**config.mk**
```make
export PLATFORM = sky130hd
export DESIGN_NAME = one2three
export DESIGN_NICKNAME = d
export VERILOG_FILES = /design/src/rtl/one2three_pkg.sv /design/src/rtl/one2three_skid2.sv /design/src/rtl/one2three.sv
export SDC_FILE = /design/constraint.sdc
export NUM_CORES = 1
export LEC_CHECK = 0
export CAP_MARGIN = 20
export CORE_UTILIZATION = 37
export DETAILED_ROUTE_END_ITERATION = 6
export PLACE_DENSITY_LB_ADDON = 0.2
export SYNTH_ARGS = -nofsm -noshare
export SYNTH_HDL_FRONTEND = slang
export SYNTH_SLANG_ARGS = --single-unit
```
**constraint.sdc**
```tcl
create_clock -name clk -period 6.95 [get_ports clk]
set_input_delay 1.7375 -clock clk [delete_from_list [all_inputs] [get_ports clk]]
set_output_delay 1.7375 -clock clk [all_outputs]
set_load 0.01 [all_outputs]
```
**src/rtl/one2three_pkg.sv**
```systemverilog
// -----------------------------------------------------------------------------
// one2three_pkg
// Shared constants and types for the one2three 1-to-3 beat router.
//   DEST_W     : width of the destination field carried in the beat MSBs
//   FIFO_DEPTH : entries per output FIFO (skid2)
//   CNT_W      : width of a FIFO occupancy count (0..FIFO_DEPTH)
//   dest_e     : destination codes; DEST_INVALID beats are discarded
// -----------------------------------------------------------------------------
package one2three_pkg;

    localparam int DEST_W     = 2;
    localparam int FIFO_DEPTH = 2;
    localparam int CNT_W      = 2;

    typedef enum logic [DEST_W-1:0] {
        DEST_OUT1    = 2'd0,
        DEST_OUT2    = 2'd1,
        DEST_OUT3    = 2'd2,
        DEST_INVALID = 2'd3
    } dest_e;

endpackage

```
**src/rtl/one2three_skid2.sv**
```systemverilog
// -----------------------------------------------------------------------------
// skid2
// Two-entry FIFO used as the per-output buffer of one2three.
// Ports:
//   clk, reset : clock and synchronous active-high reset (clears occupancy)
//   push, din  : write request and write data
//   pop        : remove the head entry (ignored when empty)
//   head       : current head entry (valid when count != 0)
//   count      : occupancy, 0..2
//   overflow   : pulse; a push was refused because the FIFO was full and
//                no pop freed a slot in the same cycle
// Storage registers carry no reset; only the occupancy count is reset.
// -----------------------------------------------------------------------------
module skid2
    import one2three_pkg::*;
#(
    parameter int WIDTH = 40
) (
    input  logic             clk,
    input  logic             reset,
    input  logic             push,
    input  logic             pop,
    input  logic [WIDTH-1:0] din,
    output logic [WIDTH-1:0] head,
    output logic [CNT_W-1:0] count,
    output logic             overflow
);

    logic [WIDTH-1:0] entry0;
    logic [WIDTH-1:0] entry1;
    logic             full;
    logic             do_pop;
    logic             push_ok;
    logic [CNT_W-1:0] wr_slot;

    assign full    = (count == CNT_W'(FIFO_DEPTH));
    assign do_pop  = pop && (count != '0);
    // A pop in the same cycle frees the slot a full-FIFO push needs.
    assign push_ok = push && (!full || do_pop);
    assign overflow = push && full && !do_pop;
    // Write slot is the occupancy left after this cycle's pop.
    assign wr_slot = count - CNT_W'(do_pop);
    assign head    = entry0;

    always_ff @(posedge clk) begin
        if (reset) begin
            count <= '0;
        end else begin
            count <= count + CNT_W'(push_ok) - CNT_W'(do_pop);
        end
    end

    // The later write to entry0 wins when a push lands in the slot a pop
    // just vacated.
    always_ff @(posedge clk) begin
        if (do_pop) begin
            entry0 <= entry1;
        end
        if (push_ok) begin
            if (wr_slot == '0) begin
                entry0 <= din;
            end else begin
                entry1 <= din;
            end
        end
    end

endmodule

```
**src/rtl/one2three.sv**
```systemverilog
// -----------------------------------------------------------------------------
// one2three
// Routes each input beat to one of three outputs by its 2-bit destination
// field din[WIDTH-1:WIDTH-2] (0/1/2 -> output 1/2/3, 3 -> discarded), through
// a 2-entry skid2 FIFO per output.
// Ports:
//   clk, reset          : clock, synchronous active-high reset
//   vdin, din           : input beat valid / data
//   pause1..3           : downstream stall per output
//   vdout1..3, dout1..3 : output beat valid / data (din passed unmodified)
//   pnc                 : upstream stall request (combinational; upstream
//                         registers it, so the FIFOs leave one beat of slack)
//   ovf                 : sticky flag, a beat was lost to a full FIFO
//   drop_cnt            : saturating count of destination-3 beats; present
//                         only when ONE2THREE_DROP_CNT_EN is defined
// -----------------------------------------------------------------------------
module one2three
    import one2three_pkg::*;
#(
    parameter int WIDTH = 40
) (
    input  logic             clk,
    input  logic             reset,
    input  logic             vdin,
    input  logic [WIDTH-1:0] din,
    input  logic             pause1,
    input  logic             pause2,
    input  logic             pause3,
    output logic             vdout1,
    output logic             vdout2,
    output logic             vdout3,
    output logic [WIDTH-1:0] dout1,
    output logic [WIDTH-1:0] dout2,
    output logic [WIDTH-1:0] dout3,
    output logic             pnc,
    output logic             ovf
`ifdef ONE2THREE_DROP_CNT_EN
    ,
    output logic [7:0]       drop_cnt
`endif
);

    dest_e            dest;
    logic [2:0]       pause;
    logic [2:0]       push;
    logic [2:0]       pop;
    logic [2:0]       ovf_hit;
    logic [WIDTH-1:0] head  [3];
    logic [CNT_W-1:0] count [3];

    assign dest  = dest_e'(din[WIDTH-1 -: DEST_W]);
    assign pause = {pause3, pause2, pause1};

    for (genvar i = 0; i < 3; i++) begin : g_fifo
        assign push[i] = vdin && (dest == dest_e'(DEST_W'(i)));
        assign pop[i]  = (count[i] != '0) && !pause[i];

        skid2 #(
            .WIDTH(WIDTH)
        ) u_fifo (
            .clk      (clk),
            .reset    (reset),
            .push     (push[i]),
            .pop      (pop[i]),
            .din      (din),
            .head     (head[i]),
            .count    (count[i]),
            .overflow (ovf_hit[i])
        );
    end

    assign vdout1 = pop[0];
    assign vdout2 = pop[1];
    assign vdout3 = pop[2];
    assign dout1  = head[0];
    assign dout2  = head[1];
    assign dout3  = head[2];

    // Stall when a FIFO could not absorb the one extra beat that arrives
    // before upstream sees the registered pnc.
    always_comb begin
        pnc = 1'b0;
        for (int i = 0; i < 3; i++) begin
            if ((count[i] == CNT_W'(FIFO_DEPTH)) ||
                ((count[i] == CNT_W'(1)) && pause[i])) begin
                pnc = 1'b1;
            end
        end
    end

    always_ff @(posedge clk) begin
        if (reset) begin
            ovf <= 1'b0;
        end else if (|ovf_hit) begin
            ovf <= 1'b1;
        end
    end

`ifdef ONE2THREE_DROP_CNT_EN
    always_ff @(posedge clk) begin
        if (reset) begin
            drop_cnt <= 8'd0;
        end else if (vdin && (dest == DEST_INVALID) && (drop_cnt != 8'hFF)) begin
            drop_cnt <= drop_cnt + 8'd1;
        end
    end
`endif

endmodule

```
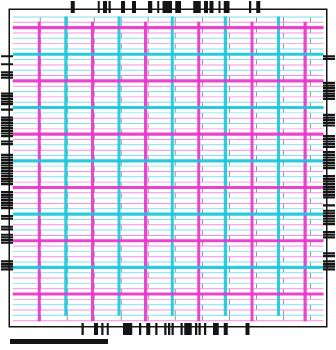
(power grid)
Bar = 50 um. Pins as bars on the die edge. Tap cells in grey.
Key: magenta = VSS; cyan = VDD
58 met1 rails follow the rows. 324 tap cells. 171 signal pins sit on the boundary.

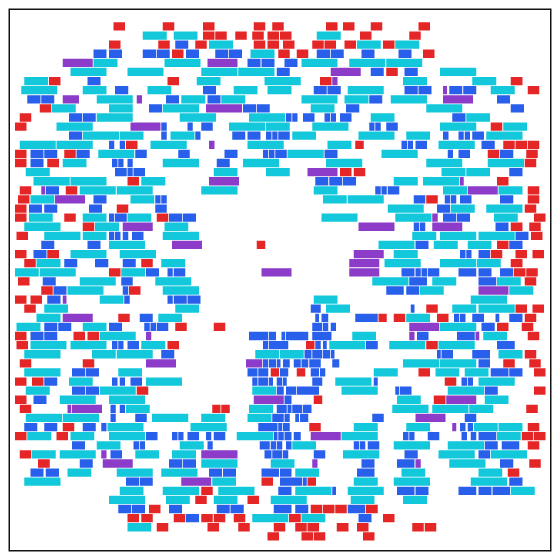
(cells coloured by class)
Key: blue = all other logic [cells 343]; cyan = flip-flops [cells 247]; purple = clock drivers and dummy loads [cells 48]; red = other buffers and delay cells [cells 180]

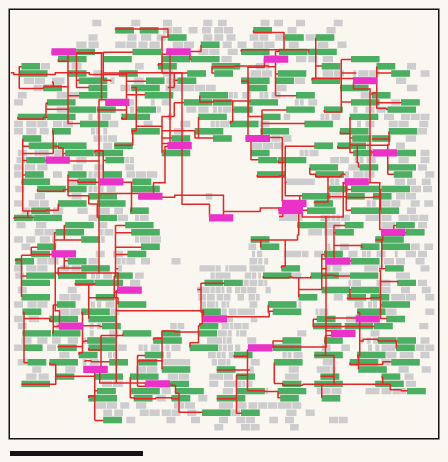
(clock network drawn from the DEF)
Bar = 50 um.
Key: green = flip-flops [count 247]; red = clock wires [length 3050 um]; magenta = cells driving clock nets [count 26]
There are 27 routed clock nets.

==> impl_metrics.yaml <==
# physical design summary
final_timing:
  fin_ws_ns: 1.455
  whs_ns: 0.4671
  setup_tns_ns: 0
  setup_viol: 0
  maxSlewViolCount: 0
  post-route-min-period_ns: 5.495
  period_used_pct: 79.07
synth:
  ys_cells: 628
  syn_area_per_cell_um2: 14.95
  ys.flops: 247
  yosys_warnings: 0
  syn_area_um2: 9390
  logic_family: "multiplexers"
  muxShareOfSynthArea_pct: 23.64
  ys_sh_simple_pct: 4.077
detailed_routing:
  first_iter_violations: 280
  first_pass_iters: 4
  via_per_inst: 4.963
job:
  cap_violations: 0
  tool_warnings: 26
critical_path:
  r2r.worst_path.cells: 3
  crit_family: "buffers and inverters"
  worstSetupStartpoint: "pause1"
  crit_chain: "clkdlybuf4s50_1 -> nand2_1 -> o22ai_1 -> or4_1 -> clkdlybuf4s50_1"
  cp-end-kind: "primary output"
  r2r_setup_slack_ns: 4.75
  path_depth: 5
  path_buffers: 2
  slowest_delay_ns: 0.60
  path_class: "input port to primary output"
cells_and_area:
  stdcell_area_um2: 12310
  fin_nets: 844
  layout_top_cell: "clkdlybuf4s50_1"
  layout.cells.most_common_list: "clkdlybuf4s50_1, mux2_2, dfxtp_1, edfxtp_1, mux2i_1"
  fin_cells: 1143
floorplanning:
  initial_core_util_pct: 38.16
  num_rows: 57
  dieArea_um2: 26020
grt:
  grt.busiest_layer: "met2"
  grt_usage_pct: 16.52
  grt_pass1_vias: 5886
  grt_first_pass_wirelength_um: 33460
power:
  p_leak_nw: 4.678
  p_sw_mw: 0.9179
  switching_share_pct: 23.34
  max-vdd-ir-drop_v: 0.0001787
min_path:
  min_from: "g_fifo[2].u_fifo.entry1[39]$_DFFE_PP_"
  whs_endpoint: "g_fifo[2].u_fifo.head[39]$_DFF_P_"
clocking:
  cts_htree_levels: 1
  cts_buffers: 26
  cts.clk_slew.worst_paths_ns: 0.06
  cts-resized-gates: 0
status:
  status: "finished, final reports clean"
placement:
  placed_cells_incl_taps: 1094
  place_ws_ns: 1.427
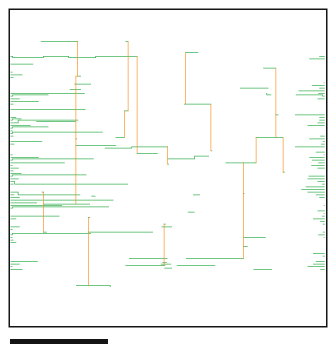
(routed metal, one colour a layer)
Bar = 50 um. Two of the layers only.
Key: orange = met4 [wire length 433 um]; green = met3 [wire length 1510 um]

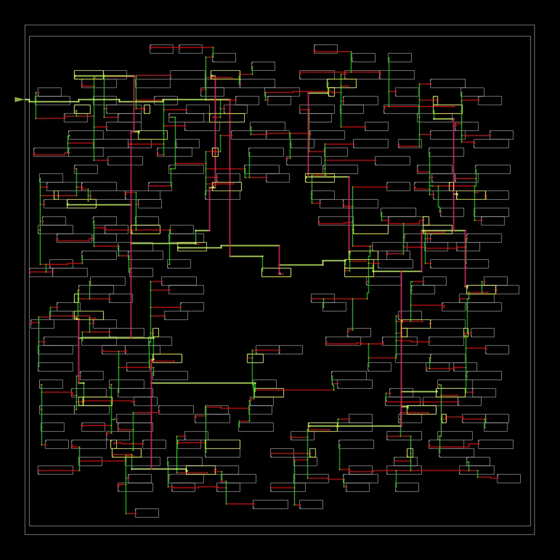
(clock routing)
clock network power: 1.40 mW
clock sink count: 247
clock skew: 0.01946 ns
Seq cells: 247

-- final cells by class --
type	count	area [um^2]	area share, %
tap	324	405.4	3.293
timing repair buffer	180	1777	14.43
clock buffer	34	721.9	5.864
sequential	247	6146	49.92
multi-input combinational	334	3083	25.04
inverter	9	33.78	0.2744
clock inverter	14	142.6	1.159
antenna	1	2.502	0.02033
-- Yosys cell counts, drive strengths merged --
cell type / count
mux2: 152
dfxtp: 127
edfxtp: 120
mux2i: 44
nand3: 41
o21ai: 41
buf: 27
clkbuf: 11
a21oi: 10
inv: 9
nand2b: 6
nand2: 5
a31oi: 4
nor2: 4
a2111oi: 3
a221oi: 3
o21bai: 3
xnor2: 3
and3b: 2
nand3b: 2
nand4: 2
nor3: 2
o22ai: 2
and2: 1
nor2b: 1
nor3b: 1
or3b: 1
or4: 1
No activity file was given, so power comes from the tool's default toggle rates.
